## src/rtl/regfile_write_arbiter_if.sv

```systemverilog
// Write-port bundle between two requesters, a clear controller and a register file.
// Carries the two valid/ready request channels, the clear start/busy/done handshake
// and the registered write port (WE3/A3/WD3). No logic lives here.
//
// Ports (signals):
//   REQ0_VALID/ADDR/DATA, REQ0_READY  requester 0 write channel
//   REQ1_VALID/ADDR/DATA, REQ1_READY  requester 1 write channel
//   CLR_START, BUSY, CLR_DONE         clear sequence control/status
//   WE3, A3, WD3                      register file write port
interface regfile_write_arbiter_if;
  logic        REQ0_VALID;
  logic [4:0]  REQ0_ADDR;
  logic [31:0] REQ0_DATA;
  logic        REQ0_READY;
  logic        REQ1_VALID;
  logic [4:0]  REQ1_ADDR;
  logic [31:0] REQ1_DATA;
  logic        REQ1_READY;
  logic        CLR_START;
  logic        BUSY;
  logic        CLR_DONE;
  logic        WE3;
  logic [4:0]  A3;
  logic [31:0] WD3;

  // Requester / controller side.
  modport master (
    output REQ0_VALID, REQ0_ADDR, REQ0_DATA,
    output REQ1_VALID, REQ1_ADDR, REQ1_DATA,
    output CLR_START,
    input  REQ0_READY, REQ1_READY, BUSY, CLR_DONE, WE3, A3, WD3
  );

  // Arbiter side.
  modport slave (
    input  REQ0_VALID, REQ0_ADDR, REQ0_DATA,
    input  REQ1_VALID, REQ1_ADDR, REQ1_DATA,
    input  CLR_START,
    output REQ0_READY, REQ1_READY, BUSY, CLR_DONE, WE3, A3, WD3
  );
endinterface

```

## src/rtl/regfile_write_arbiter.sv

```systemverilog
// Purpose: arbitrates two register-file write requesters (round-robin) and a clear
//   sequence that zeroes registers 0..CLR_COUNT-1 onto a single registered write port.
// Latency: 1 cycle from handshake (or clear start) to WE3/A3/WD3; backpressure via
//   combinational READY, low during clear, CLR_START cycles and reset.
//
// Ports:
//   CLK    rising-edge clock
//   RESET  synchronous active-high reset
//   bus    regfile_write_arbiter_if.slave: request channels, clear control, write port
module regfile_write_arbiter #(
  parameter int CLR_COUNT = 8   // registers zeroed by a clear, 1..32
) (
  input logic                     CLK,
  input logic                     RESET,
  regfile_write_arbiter_if.slave  bus
);

  typedef enum logic {
    IDLE  = 1'b0,
    CLEAR = 1'b1
  } state_t;

  localparam logic [4:0] LAST_ADDR = 5'(CLR_COUNT - 1);

  state_t      state_q, state_d;
  logic        prio_q, prio_d;      // requester favoured on a tie
  logic [4:0]  cnt_q, cnt_d;        // next clear address to emit while in CLEAR
  logic        we3_q, we3_d;
  logic [4:0]  a3_q, a3_d;
  logic [31:0] wd3_q, wd3_d;
  logic        busy_q, busy_d;      // a clear write is on the port this cycle
  logic        done_q, done_d;

  logic accept_ok;
  logic gnt0;
  logic gnt1;

  // Grants are mutually exclusive: on a tie only the PRIO side wins.
  always_comb begin
    accept_ok = !RESET && (state_q == IDLE) && !bus.CLR_START;
    gnt0      = accept_ok && bus.REQ0_VALID && (!bus.REQ1_VALID || !prio_q);
    gnt1      = accept_ok && bus.REQ1_VALID && (!bus.REQ0_VALID ||  prio_q);
  end

  assign bus.REQ0_READY = gnt0;
  assign bus.REQ1_READY = gnt1;
  assign bus.WE3        = we3_q;
  assign bus.A3         = a3_q;
  assign bus.WD3        = wd3_q;
  assign bus.BUSY       = busy_q;
  assign bus.CLR_DONE   = done_q;

  // FSM leaves CLEAR on the edge that launches the final clear write, so the
  // port is free for a request during the cycle that write is presented. BUSY
  // follows the write port rather than the state, which keeps CLR_START
  // ignored in that last cycle as well.
  always_comb begin
    state_d = state_q;
    prio_d  = prio_q;
    cnt_d   = cnt_q;
    we3_d   = 1'b0;
    a3_d    = a3_q;
    wd3_d   = wd3_q;
    busy_d  = 1'b0;
    done_d  = 1'b0;

    case (state_q)
      IDLE: begin
        if (bus.CLR_START && !busy_q) begin
          we3_d  = 1'b1;
          a3_d   = 5'd0;
          wd3_d  = 32'd0;
          busy_d = 1'b1;
          if (LAST_ADDR == 5'd0) begin
            done_d = 1'b1;
          end else begin
            state_d = CLEAR;
            cnt_d   = 5'd1;
          end
        end else if (gnt0) begin
          we3_d  = 1'b1;
          a3_d   = bus.REQ0_ADDR;
          wd3_d  = bus.REQ0_DATA;
          prio_d = 1'b1;
        end else if (gnt1) begin
          we3_d  = 1'b1;
          a3_d   = bus.REQ1_ADDR;
          wd3_d  = bus.REQ1_DATA;
          prio_d = 1'b0;
        end
      end

      CLEAR: begin
        we3_d  = 1'b1;
        a3_d   = cnt_q;
        wd3_d  = 32'd0;
        busy_d = 1'b1;
        if (cnt_q == LAST_ADDR) begin
          done_d  = 1'b1;
          state_d = IDLE;
          cnt_d   = 5'd0;
        end else begin
          cnt_d = cnt_q + 5'd1;
        end
      end

      default: begin
        state_d = IDLE;
      end
    endcase
  end

  always_ff @(posedge CLK) begin
    if (RESET) begin
      state_q <= IDLE;
      prio_q  <= 1'b0;
      cnt_q   <= 5'd0;
      we3_q   <= 1'b0;
      a3_q    <= 5'd0;
      wd3_q   <= 32'd0;
      busy_q  <= 1'b0;
      done_q  <= 1'b0;
    end else begin
      state_q <= state_d;
      prio_q  <= prio_d;
      cnt_q   <= cnt_d;
      we3_q   <= we3_d;
      a3_q    <= a3_d;
      wd3_q   <= wd3_d;
      busy_q  <= busy_d;
      done_q  <= done_d;
    end
  end

endmodule

```

## src/flat_wrapper.sv

```systemverilog
// flat-port wrapper written by rule: the top's interface ports become plain ports
module regfile_write_arbiter_flat 
#(
  parameter int CLR_COUNT = 8                                        
)
  (CLK, RESET, bus_REQ0_VALID, bus_REQ0_ADDR, bus_REQ0_DATA, bus_REQ1_VALID, bus_REQ1_ADDR, bus_REQ1_DATA, bus_CLR_START, bus_REQ0_READY, bus_REQ1_READY, bus_BUSY, bus_CLR_DONE, bus_WE3, bus_A3, bus_WD3);
  regfile_write_arbiter_if bus_i ();
  input logic CLK;
  input logic RESET;
  input wire logic [$bits(bus_i.REQ0_VALID)-1:0] bus_REQ0_VALID;
  input wire logic [$bits(bus_i.REQ0_ADDR)-1:0] bus_REQ0_ADDR;
  input wire logic [$bits(bus_i.REQ0_DATA)-1:0] bus_REQ0_DATA;
  input wire logic [$bits(bus_i.REQ1_VALID)-1:0] bus_REQ1_VALID;
  input wire logic [$bits(bus_i.REQ1_ADDR)-1:0] bus_REQ1_ADDR;
  input wire logic [$bits(bus_i.REQ1_DATA)-1:0] bus_REQ1_DATA;
  input wire logic [$bits(bus_i.CLR_START)-1:0] bus_CLR_START;
  output wire logic [$bits(bus_i.REQ0_READY)-1:0] bus_REQ0_READY;
  output wire logic [$bits(bus_i.REQ1_READY)-1:0] bus_REQ1_READY;
  output wire logic [$bits(bus_i.BUSY)-1:0] bus_BUSY;
  output wire logic [$bits(bus_i.CLR_DONE)-1:0] bus_CLR_DONE;
  output wire logic [$bits(bus_i.WE3)-1:0] bus_WE3;
  output wire logic [$bits(bus_i.A3)-1:0] bus_A3;
  output wire logic [$bits(bus_i.WD3)-1:0] bus_WD3;
  assign bus_i.REQ0_VALID = bus_REQ0_VALID;
  assign bus_i.REQ0_ADDR = bus_REQ0_ADDR;
  assign bus_i.REQ0_DATA = bus_REQ0_DATA;
  assign bus_i.REQ1_VALID = bus_REQ1_VALID;
  assign bus_i.REQ1_ADDR = bus_REQ1_ADDR;
  assign bus_i.REQ1_DATA = bus_REQ1_DATA;
  assign bus_i.CLR_START = bus_CLR_START;
  assign bus_REQ0_READY = bus_i.REQ0_READY;
  assign bus_REQ1_READY = bus_i.REQ1_READY;
  assign bus_BUSY = bus_i.BUSY;
  assign bus_CLR_DONE = bus_i.CLR_DONE;
  assign bus_WE3 = bus_i.WE3;
  assign bus_A3 = bus_i.A3;
  assign bus_WD3 = bus_i.WD3;
  regfile_write_arbiter #(.CLR_COUNT(CLR_COUNT)) u_core (.CLK(CLK), .RESET(RESET), .bus(bus_i));
endmodule
```

## config.mk

```make
export PLATFORM = sky130hd
export DESIGN_NAME = regfile_write_arbiter_flat
export DESIGN_NICKNAME = d
export VERILOG_FILES = /design/src/rtl/regfile_write_arbiter_if.sv /design/src/rtl/regfile_write_arbiter.sv /design/src/flat_wrapper.sv
export SDC_FILE = /design/constraint.sdc
export NUM_CORES = 1
export LEC_CHECK = 0
export ABC_CLOCK_PERIOD_IN_PS = 6400
export CORE_UTILIZATION = 40
export DETAILED_ROUTE_END_ITERATION = 8
export PLACE_DENSITY = 0.85
export SETUP_SLACK_MARGIN = 0.4
export SYNTH_ARGS = -nofsm -noshare
export SYNTH_HDL_FRONTEND = slang
export SYNTH_SLANG_ARGS = --single-unit
```

## constraint.sdc

```tcl
create_clock -name CLK -period 6.4 [get_ports CLK]
set_input_delay 1.92 -clock CLK [delete_from_list [all_inputs] [get_ports CLK]]
set_output_delay 1.92 -clock CLK [all_outputs]
set_load 0.02 [all_outputs]
```

==> flow_summary.json <==
{
  "outcome": "complete, no violations",
  "setup_viol": 0,
  "via_per_inst": 5.15,
  "die_h_um": 73.0,
  "xor_area_share_pct": 0,
  "antenna_cells": 0,
  "inv_count": 4,
  "routedWlPerCell_um": 15.0,
  "top_cell_area_share_pct": 46.7,
  "hpwl_mm": 4.12,
  "fa_ha_area_share_pct": 0.620,
  "regToRegStartpoint": "u_core.state_q$_SDFF_PP0_",
  "warnings": 27,
  "syn_nets": 276,
  "max_freq_mhz": 174,
  "grt_max_degree": 39,
  "avgSynthCellArea_um2": 10.3,
  "sh_seq_area_pct": 28.4,
  "synth.logic.top_family": "AND-OR/OR-AND gates",
  "crit_slowest_cell": "clkdlybuf4s50_1",
  "ir_drop_uv": 134,
  "cts_setup_buffers": 0,
  "ys_ff": 47,
  "die_w_um": 73.0,
  "tightestPinTransition_ns": 0.605,
  "required_ns": 4.48,
  "hold_depth": 1,
  "antenna_found_initial": 0,
  "floorplan.tapcells": 67,
  "path_cells": "clkdlybuf4s50_1 -> or3_4 -> or2_2 -> inv_2 -> clkdlybuf4s50_1",
  "cts_tree": "yes",
  "cap_viol_max_count": 0,
  "ys_sh_simple_pct": 8.87,
  "boundaryPins": 121,
  "synthDistinctLibCells": 33,
  "met1_usage_pct": 25.8,
  "r2r_end": "u_core.bus.WD3[28]$_SDFFE_PP0P_",
  "drt-pass1-iter-count": 4
}
through the flow:
step | setup slack [ns] | util [%] | hold slack [ns] | area, um2 | power (W)
floorplan | 1.52 | - | 0.464 | 2020 | 0.000394
global placement | 0.672 | 67.8 | 0.444 | 3250 | 0.000481
detailed placement | 0.646 | 67.8 | 0.447 | 3250 | 0.000483
CTS | 0.645 | 69.3 | 0.472 | 3320 | 0.000647
global route | 0.592 | 69.3 | 0.488 | 3320 | 0.000673
finish | 0.654 | 69.3 | 0.470 | 3320 | 0.000642
worst max-delay path, delay by kind of cell:
family	cells	cell delay, ns
AND/OR/NAND/NOR	2	0.74
buffers and inverters	3	1.16
power breakdown:
group	switching, W	internal [W]
combinational	0.0000658	0.0000907
clock	0.0000922	0.0000730
sequential	0.0000107	0.000309
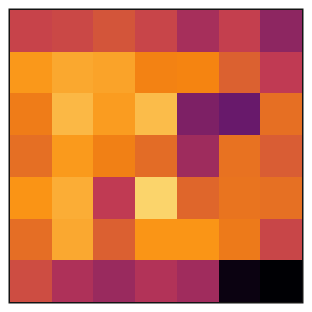
**Above:** local utilization.
Drawn at 4 px/um. The die is cut into 7 by 7 equal tiles; black is low, pale yellow is high, 0 to 100% covered.
- mean over tiles: 61%
- fullest tile: 91%
- emptiest ninth of the die: south-east
- nearly empty tiles: 2.0%
core footprint: 4790 um2
Starting Density: 42.1%
post-layout util: 69.3%

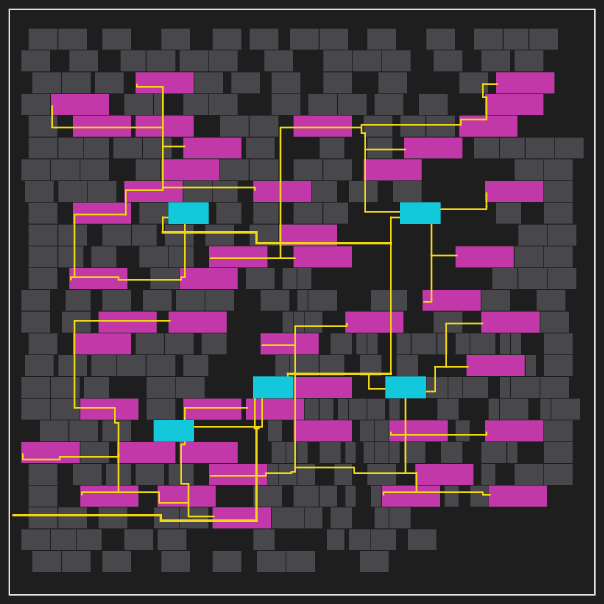
**Above:** clock distribution.
Drawn at 8 px/um.
- clock wires: yellow (length 555 um)
- cells driving clock nets: cyan (count 5)
- flip-flops: magenta (count 47)
- routed clock nets: 6
- flops lie: all over the die
clk pwr: 0.000165 W
Skew-Pair Late Insertion Delay: 0.30 ns
Layout Skew: 0.00988 ns
Clock power frac: 25.7%

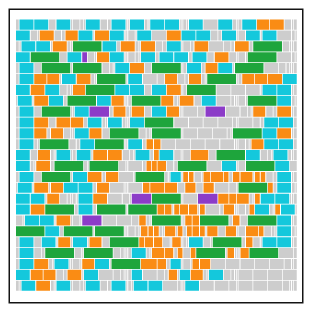
**Above:** cell classes on the final placement.
Drawn at 4 px/um. Fill, decap, tap and diode cells in grey.
- all other logic: orange (cells 132)
- clock drivers and dummy loads: purple (cells 6)
- flops: green (cells 47)
- other buffers and delay cells: cyan (cells 124)
Core Rows: 25
Final Cell Area: 3320 um2

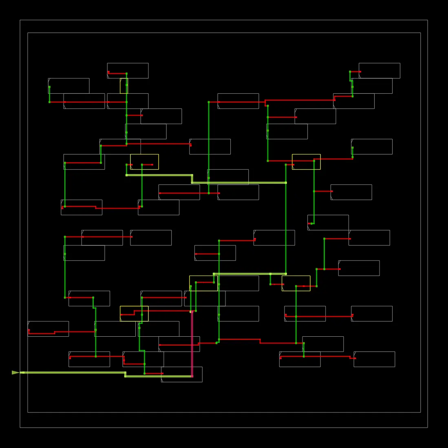
**Above:** the clock network.
clock sink count: 47
CLK BUF: 6
TritonCTS buffer count: 5
Flops: 47

Power figures rest on the tool's default switching activity, not on a simulated workload.
